File: config.mk
export PLATFORM = sky130hd
export DESIGN_NAME = imem_loader
export DESIGN_NICKNAME = d
export VERILOG_FILES = /design/src/rtl/imem_loader_pkg.sv /design/src/rtl/imem_loader_byte_word_packer.sv /design/src/rtl/imem_loader.sv
export SDC_FILE = /design/constraint.sdc
export NUM_CORES = 1
export LEC_CHECK = 0
export CORE_ASPECT_RATIO = 0.9
export CORE_MARGIN = 8
export CORE_UTILIZATION = 50
export CTS_CLUSTER_DIAMETER = 40
export CTS_CLUSTER_SIZE = 14
export DETAILED_ROUTE_END_ITERATION = 6
export PLACE_DENSITY_LB_ADDON = 0.2
export SLEW_MARGIN = 0
export SYNTH_ARGS = -nofsm -noshare
export SYNTH_HDL_FRONTEND = slang
export SYNTH_SLANG_ARGS = --single-unit
File: constraint.sdc
create_clock -name clk -period 1.95 [get_ports clk]
set_input_delay 0.39 -clock clk [delete_from_list [all_inputs] [get_ports clk]]
set_output_delay 0.39 -clock clk [all_outputs]
set_load 0.005 [all_outputs]
File: src/rtl/imem_loader_pkg.sv
// Shared definitions for the instruction-memory boot loader: state encoding,
// word packing geometry and the LEN=0 => 256 words rule.
package imem_loader_pkg;

   localparam logic [2:0] ST_IDLE = 3'd0;
   localparam logic [2:0] ST_LEN  = 3'd1;
   localparam logic [2:0] ST_DATA = 3'd2;
   localparam logic [2:0] ST_CHK  = 3'd3;
   localparam logic [2:0] ST_DONE = 3'd4;
   localparam logic [2:0] ST_ERR  = 3'd5;

   typedef enum logic [2:0] {
      S_IDLE = ST_IDLE,
      S_LEN  = ST_LEN,
      S_DATA = ST_DATA,
      S_CHK  = ST_CHK,
      S_DONE = ST_DONE,
      S_ERR  = ST_ERR
   } loader_state_t;

   localparam int LOADER_BYTES_PER_WORD = 4;

   // A LEN byte of zero requests a full 256-word image.
   localparam logic [8:0] LEN_ZERO_WORDS = 9'd256;

   function automatic logic [8:0] len_to_words(input logic [7:0] len);
      return (len == 8'd0) ? LEN_ZERO_WORDS : {1'b0, len};
   endfunction

endpackage

File: src/rtl/imem_loader_byte_word_packer.sv
// Packs accepted stream bytes big-endian into 32-bit words and keeps the
// running XOR of every byte it has packed since the last clear.
module byte_word_packer
   import imem_loader_pkg::*;
(
   input  logic        clk,
   input  logic        rst,
   input  logic        i_clear,
   input  logic        i_byte_en,
   input  logic [7:0]  i_byte,
   output logic [31:0] o_next_word,
   output logic [7:0]  o_xor,
   output logic        o_word_ready
);

   // Only the three earlier bytes of a word need storing; the fourth is the live input.
   logic [23:0] r_shift;
   logic [1:0]  r_idx;
   logic [7:0]  r_xor;

   always_ff @(posedge clk) begin
      // NOTE: sequential state uses non-blocking assignments so every register
      // samples pre-edge values, regardless of statement order.
      if (rst || i_clear) begin
         r_shift <= '0;
         r_idx   <= '0;
         r_xor   <= '0;
      end else if (i_byte_en) begin
         r_shift <= {r_shift[15:0], i_byte};
         r_idx   <= r_idx + 2'd1;
         r_xor   <= r_xor ^ i_byte;
      end
   end

   assign o_next_word  = {r_shift, i_byte};
   assign o_xor        = r_xor;
   assign o_word_ready = i_byte_en && (r_idx == 2'(LOADER_BYTES_PER_WORD - 1));

endmodule

File: src/rtl/imem_loader.sv
// Boot loader: receives LEN / data / CHK byte frames, writes packed words to
// instruction memory from address 0 and holds the CPU until the checksum verifies.
module imem_loader
   import imem_loader_pkg::*;
#(
   parameter int ADDR_W = 8
) (
   input  logic              clk,
   input  logic              rst,
   input  logic              i_start,
   input  logic              i_in_valid,
   input  logic [7:0]        i_in_data,
   output logic              o_in_ready,
   output logic              o_im_we,
   output logic [ADDR_W-1:0] o_im_addr,
   output logic [31:0]       o_im_wdata,
   output logic              o_cpu_hold,
   output logic              o_busy,
   output logic              o_done,
   output logic              o_err,
   output logic [ADDR_W:0]   o_word_count
);

   localparam int WC_W = ADDR_W + 1;

   loader_state_t r_state, w_next_state;

   logic              r_im_we;
   logic [31:0]       r_im_wdata;
   logic [ADDR_W-1:0] r_addr;
   logic [WC_W-1:0]   r_word_count;
   logic [WC_W-1:0]   r_n;
   logic              r_cpu_hold;
   logic              r_done;
   logic              r_err;

   logic        w_busy;
   logic        w_accept;
   logic        w_start_load;
   logic        w_last_word;
   logic        w_byte_en;
   logic [31:0] w_next_word;
   logic [7:0]  w_xor;
   logic        w_word_ready;

   assign w_busy       = (r_state == S_LEN) || (r_state == S_DATA) || (r_state == S_CHK);
   assign o_in_ready   = w_busy && !r_im_we;
   assign w_accept     = i_in_valid && o_in_ready;
   assign w_start_load = i_start &&
                         ((r_state == S_IDLE) || (r_state == S_DONE) || (r_state == S_ERR));
   assign w_last_word  = (r_word_count + WC_W'(1)) == r_n;
   assign w_byte_en    = w_accept && (r_state == S_DATA);

   byte_word_packer u_packer (
      .clk          (clk),
      .rst          (rst),
      .i_clear      (w_start_load),
      .i_byte_en    (w_byte_en),
      .i_byte       (i_in_data),
      .o_next_word  (w_next_word),
      .o_xor        (w_xor),
      .o_word_ready (w_word_ready)
   );

   always_ff @(posedge clk) begin
      if (rst) r_state <= S_IDLE;
      else     r_state <= w_next_state;
   end

   always_comb begin
      // NOTE: default first so every path assigns w_next_state and no latch is inferred.
      w_next_state = r_state;
      case (r_state)
         S_IDLE, S_DONE, S_ERR: if (i_start) w_next_state = S_LEN;
         S_LEN:                 if (w_accept) w_next_state = S_DATA;
         // Leave DATA only once the final word's write cycle has completed.
         S_DATA:                if (r_im_we && w_last_word) w_next_state = S_CHK;
         S_CHK: begin
            if (w_accept) w_next_state = (i_in_data == w_xor) ? S_DONE : S_ERR;
         end
         default:               w_next_state = S_IDLE;
      endcase
   end

   always_ff @(posedge clk) begin
      if (rst) begin
         r_im_we      <= 1'b0;
         r_im_wdata   <= '0;
         r_addr       <= '0;
         r_word_count <= '0;
         r_n          <= '0;
         r_cpu_hold   <= 1'b0;
         r_done       <= 1'b0;
         r_err        <= 1'b0;
      end else begin
         r_im_we <= w_word_ready;
         if (w_word_ready) r_im_wdata <= w_next_word;

         if (w_start_load) begin
            r_cpu_hold   <= 1'b1;
            r_done       <= 1'b0;
            r_err        <= 1'b0;
            r_word_count <= '0;
            r_addr       <= '0;
         end

         if ((r_state == S_LEN) && w_accept) r_n <= WC_W'(len_to_words(i_in_data));

         if (r_im_we) begin
            r_addr       <= r_addr + ADDR_W'(1);
            r_word_count <= r_word_count + WC_W'(1);
         end

         if ((r_state == S_CHK) && w_accept) begin
            if (i_in_data == w_xor) begin
               r_done     <= 1'b1;
               r_cpu_hold <= 1'b0;
            end else begin
               r_err      <= 1'b1;
            end
         end
      end
   end

   assign o_im_we      = r_im_we;
   assign o_im_addr    = r_addr;
   assign o_im_wdata   = r_im_wdata;
   assign o_cpu_hold   = r_cpu_hold;
   assign o_busy       = w_busy;
   assign o_done       = r_done;
   assign o_err        = r_err;
   assign o_word_count = r_word_count;

endmodule

==> impl_metrics.py <==
# Generated from Yosys and OpenROAD reports
metrics = {
    "layout": {
        "antennaDiodeCount": 0,
        "area_delta_synth_final_pct": 25.9,
    },
    "min_path": {
        "hold_path_class": "input port to flop",
    },
    "global_route": {
        "gr-usage-all-layers_pct": 17.9,
        "grt-busiest-layer": "met2",
        "grt_pass1_vias": 3447,
        "grt_pass1_wl_um": 16900,
        "use_met3_pct": 5.27,
    },
    "setup_path": {
        "critPathRequiredTime_ns": 1.56,
        "cp.arrival_ns": 1.47,
        "critPathCaptureType": "output port",
        "start_kind": "flop",
    },
    "final_timing": {
        "setup-violations-final": 0,
        "rsz0062_at_grt": "false",
        "holdWs_ns": 0.444,
        "drv_slew": 0,
        "slew_headroom_pct": 69.1,
        "hold_viol": 0,
    },
    "floorplan": {
        "dieWidth_um": 112,
        "coreArea_mm2": 0.00807,
        "fp_util_pct": 51.6,
    },
    "route": {
        "drt_drc_violations_left": 0,
        "vias": 3663,
    },
    "logic_synthesis": {
        "top_cells_by_area": "dfxtp_1 (48%), nand2_1 (12%), a21oi_1 (9.5%)",
        "ys.flops": 99,
        "avgSynthCellArea_um2": 8.17,
        "top_cell": "nand2_1",
        "async_reset_ff_share_pct": 0,
        "flop_cell": "dfxtp_1",
        "top_area_cell": "dfxtp_1",
    },
    "run": {
        "maxCapViolations": 0,
        "warnings": 26,
    },
    "clocking": {
        "cts_max_path_buffers": 2,
        "insertion_delay_ns": 0.37,
        "root_buffer": "clkbuf_8",
        "clkTransAtPathRegs_ns": 0.10,
        "cts_tree": "yes",
    },
    "status": {
        "status": "finished, final reports clean",
    },
    "power_and_ir_drop": {
        "p_leak_nw": 1.88,
        "p_total_mw": 3.62,
    },
}
## power breakdown
part           switching [mW]  leakage [nW]  internal (mW)
combinational           0.164         0.985          0.136
sequential             0.0218         0.800           2.04
clock                   0.769        0.0936          0.489
total                   0.954          1.88           2.67
## area by class of cell
type | instances | area [um2]
fillers | 707 | 2830
flip-flops and latches | 99 | 1990
multi-input cells | 374 | 1990
repair buffers | 98 | 952
clock buffers | 9 | 124
well taps | 99 | 124
clock inverters | 7 | 61.3
## final timing paths
| kind | depth (start not counted) | slack, ns | start | to |
|---|---|---|---|---|
| max reg2reg | 6 | 0.14 | o_word_count[1] | r_state[0] |
| min | 2 | 0.44 | rst | o_im_we |
| min reg2reg | 2 | 0.46 | o_im_wdata[27] | o_im_wdata[27] |
| max | 2 | 0.09 | o_im_we | o_im_we |
## timing repair
item	4_1_cts	5_1_grt
gates cloned	0	0
endpoints found under the setup margin	3	3
resized	3	5
## placed cells by master (no fill, tap or decap), types with 5 or more instances in the layout
| cell | n |
|---|---|
| nor2_1 | 39 |
| nand3_1 | 6 |
| xor2_1 | 22 |
| nand3b_1 | 8 |
| clkdlybuf4s50_1 | 64 |
| nor3_1 | 5 |
| nor4_1 | 5 |
| xnor2_1 | 6 |
| nand2_1 | 131 |
| mux2i_1 | 10 |
| nor2b_1 | 7 |
| clkbuf_8 | 9 |
| buf_4 | 27 |
| dfxtp_1 | 95 |
| o21ai_0 | 10 |
| a21oi_1 | 79 |
## state kept, by name, summed over array words and instances (netlist names)
register          flops
o_err                 1
o_cpu_hold            1
r_state               3
o_done                1
u_packer.r_idx        2
u_packer.o_xor        8
o_im_we               1
o_im_addr             8
u_packer.r_shift     24
r_n                   9
o_im_wdata           32
o_word_count          9
## critical path, stage by stage (launching register included)
cell and delay (ns):
dfxtp_2 0.40, buf_6 0.18, clkdlybuf4s50_1 0.52
## metal layers
| metal | vias up | part of all wire, % |
|---|---|---|
| met3 | 11 | 6.1 |
| met2 | 92 | 46 |
| li1 | 1849 | - |
| met4 | 0 | 0.97 |
| met5 | - | 0 |
| met1 | 1711 | 47 |
## stage by stage
| stage | utilization (%) | instance area [um2] | setup TNS, ns | instances | worst slack, ns |
|---|---|---|---|---|---|
| 6_report | 64.9 | 5240 | 0 | 686 | 0.0896 |
| 2_1_floorplan | - | 4160 | 0 | 509 | 0.247 |
| 5_1_grt | 64.9 | 5240 | 0 | 686 | 0.0182 |
| 3_5_place_dp | 62.4 | 5030 | -0.306 | 670 | -0.105 |
| 3_3_place_gp | 62.4 | 5030 | -0.471 | 670 | -0.152 |
| 4_1_cts | 64.8 | 5230 | 0 | 686 | 0.0000256 |
## logic make-up after synthesis
| kind of cell | Yosys count | synth area share [%] |
|---|---|---|
| muxes | 10 | 2.41 |
| buffers and inverters | 36 | 4.66 |
| AOI/OAI and AO/OA | 106 | 14.1 |
| adders and majority gates | 3 | 0.903 |
| and+or+nand+nor | 227 | 24.4 |
| DFF | 99 | 47.7 |
| xor gates and xnor gates | 28 | 5.90 |
**Routed metal per tile**

Scale bar: 20 um. 22 x 21 tiles, from white (low) to dark blue (high), scaled to the fullest tile. Values are wire area over tile area, all layers added.
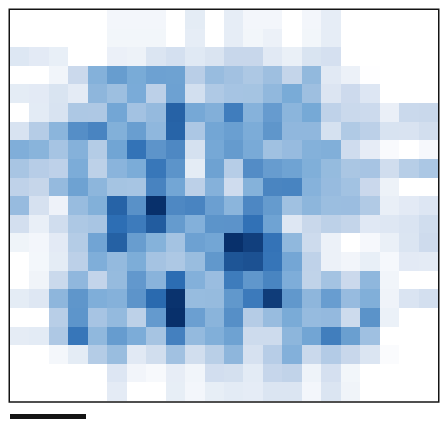
fullest tile	0.48
densest ninth of the die	centre
mean over tiles	0.14
tiles over half the peak	20%
emptiest ninth of the die	upper right

**Layout detail**

Region (36, 31) to (76, 71) um. Cells in grey, sequential cells in the stronger grey; small squares are vias.
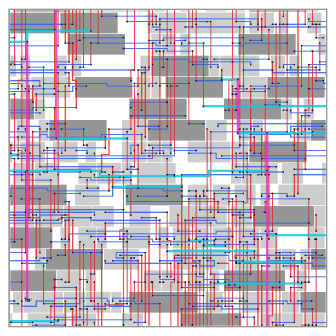
colour	layer
red	M2
cyan	M3
magenta	M4
blue	M1
most frequent	nand2_1 (23), dfxtp_1 (18), buf_4 (15)
netlist names of flops here include	`u_packer.r_shift` (8), `u_packer.o_xor` (5), `r_n` (3)
cells with their middle in the window	131
sequential cells in the window	22

**Clock routing**

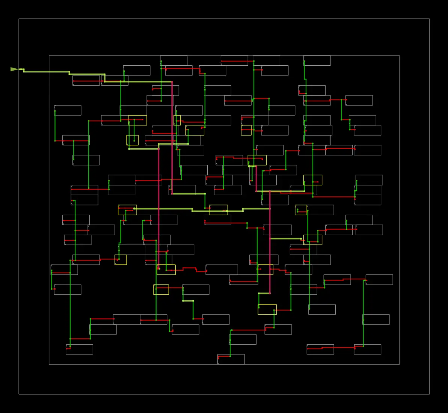
clk pwr: 1.26 mW
skew final: 0.00836 ns
CTS Sinks: 99
CLK BUF: 9
flop count: 99

No activity file was given, so power comes from the tool's default toggle rates.
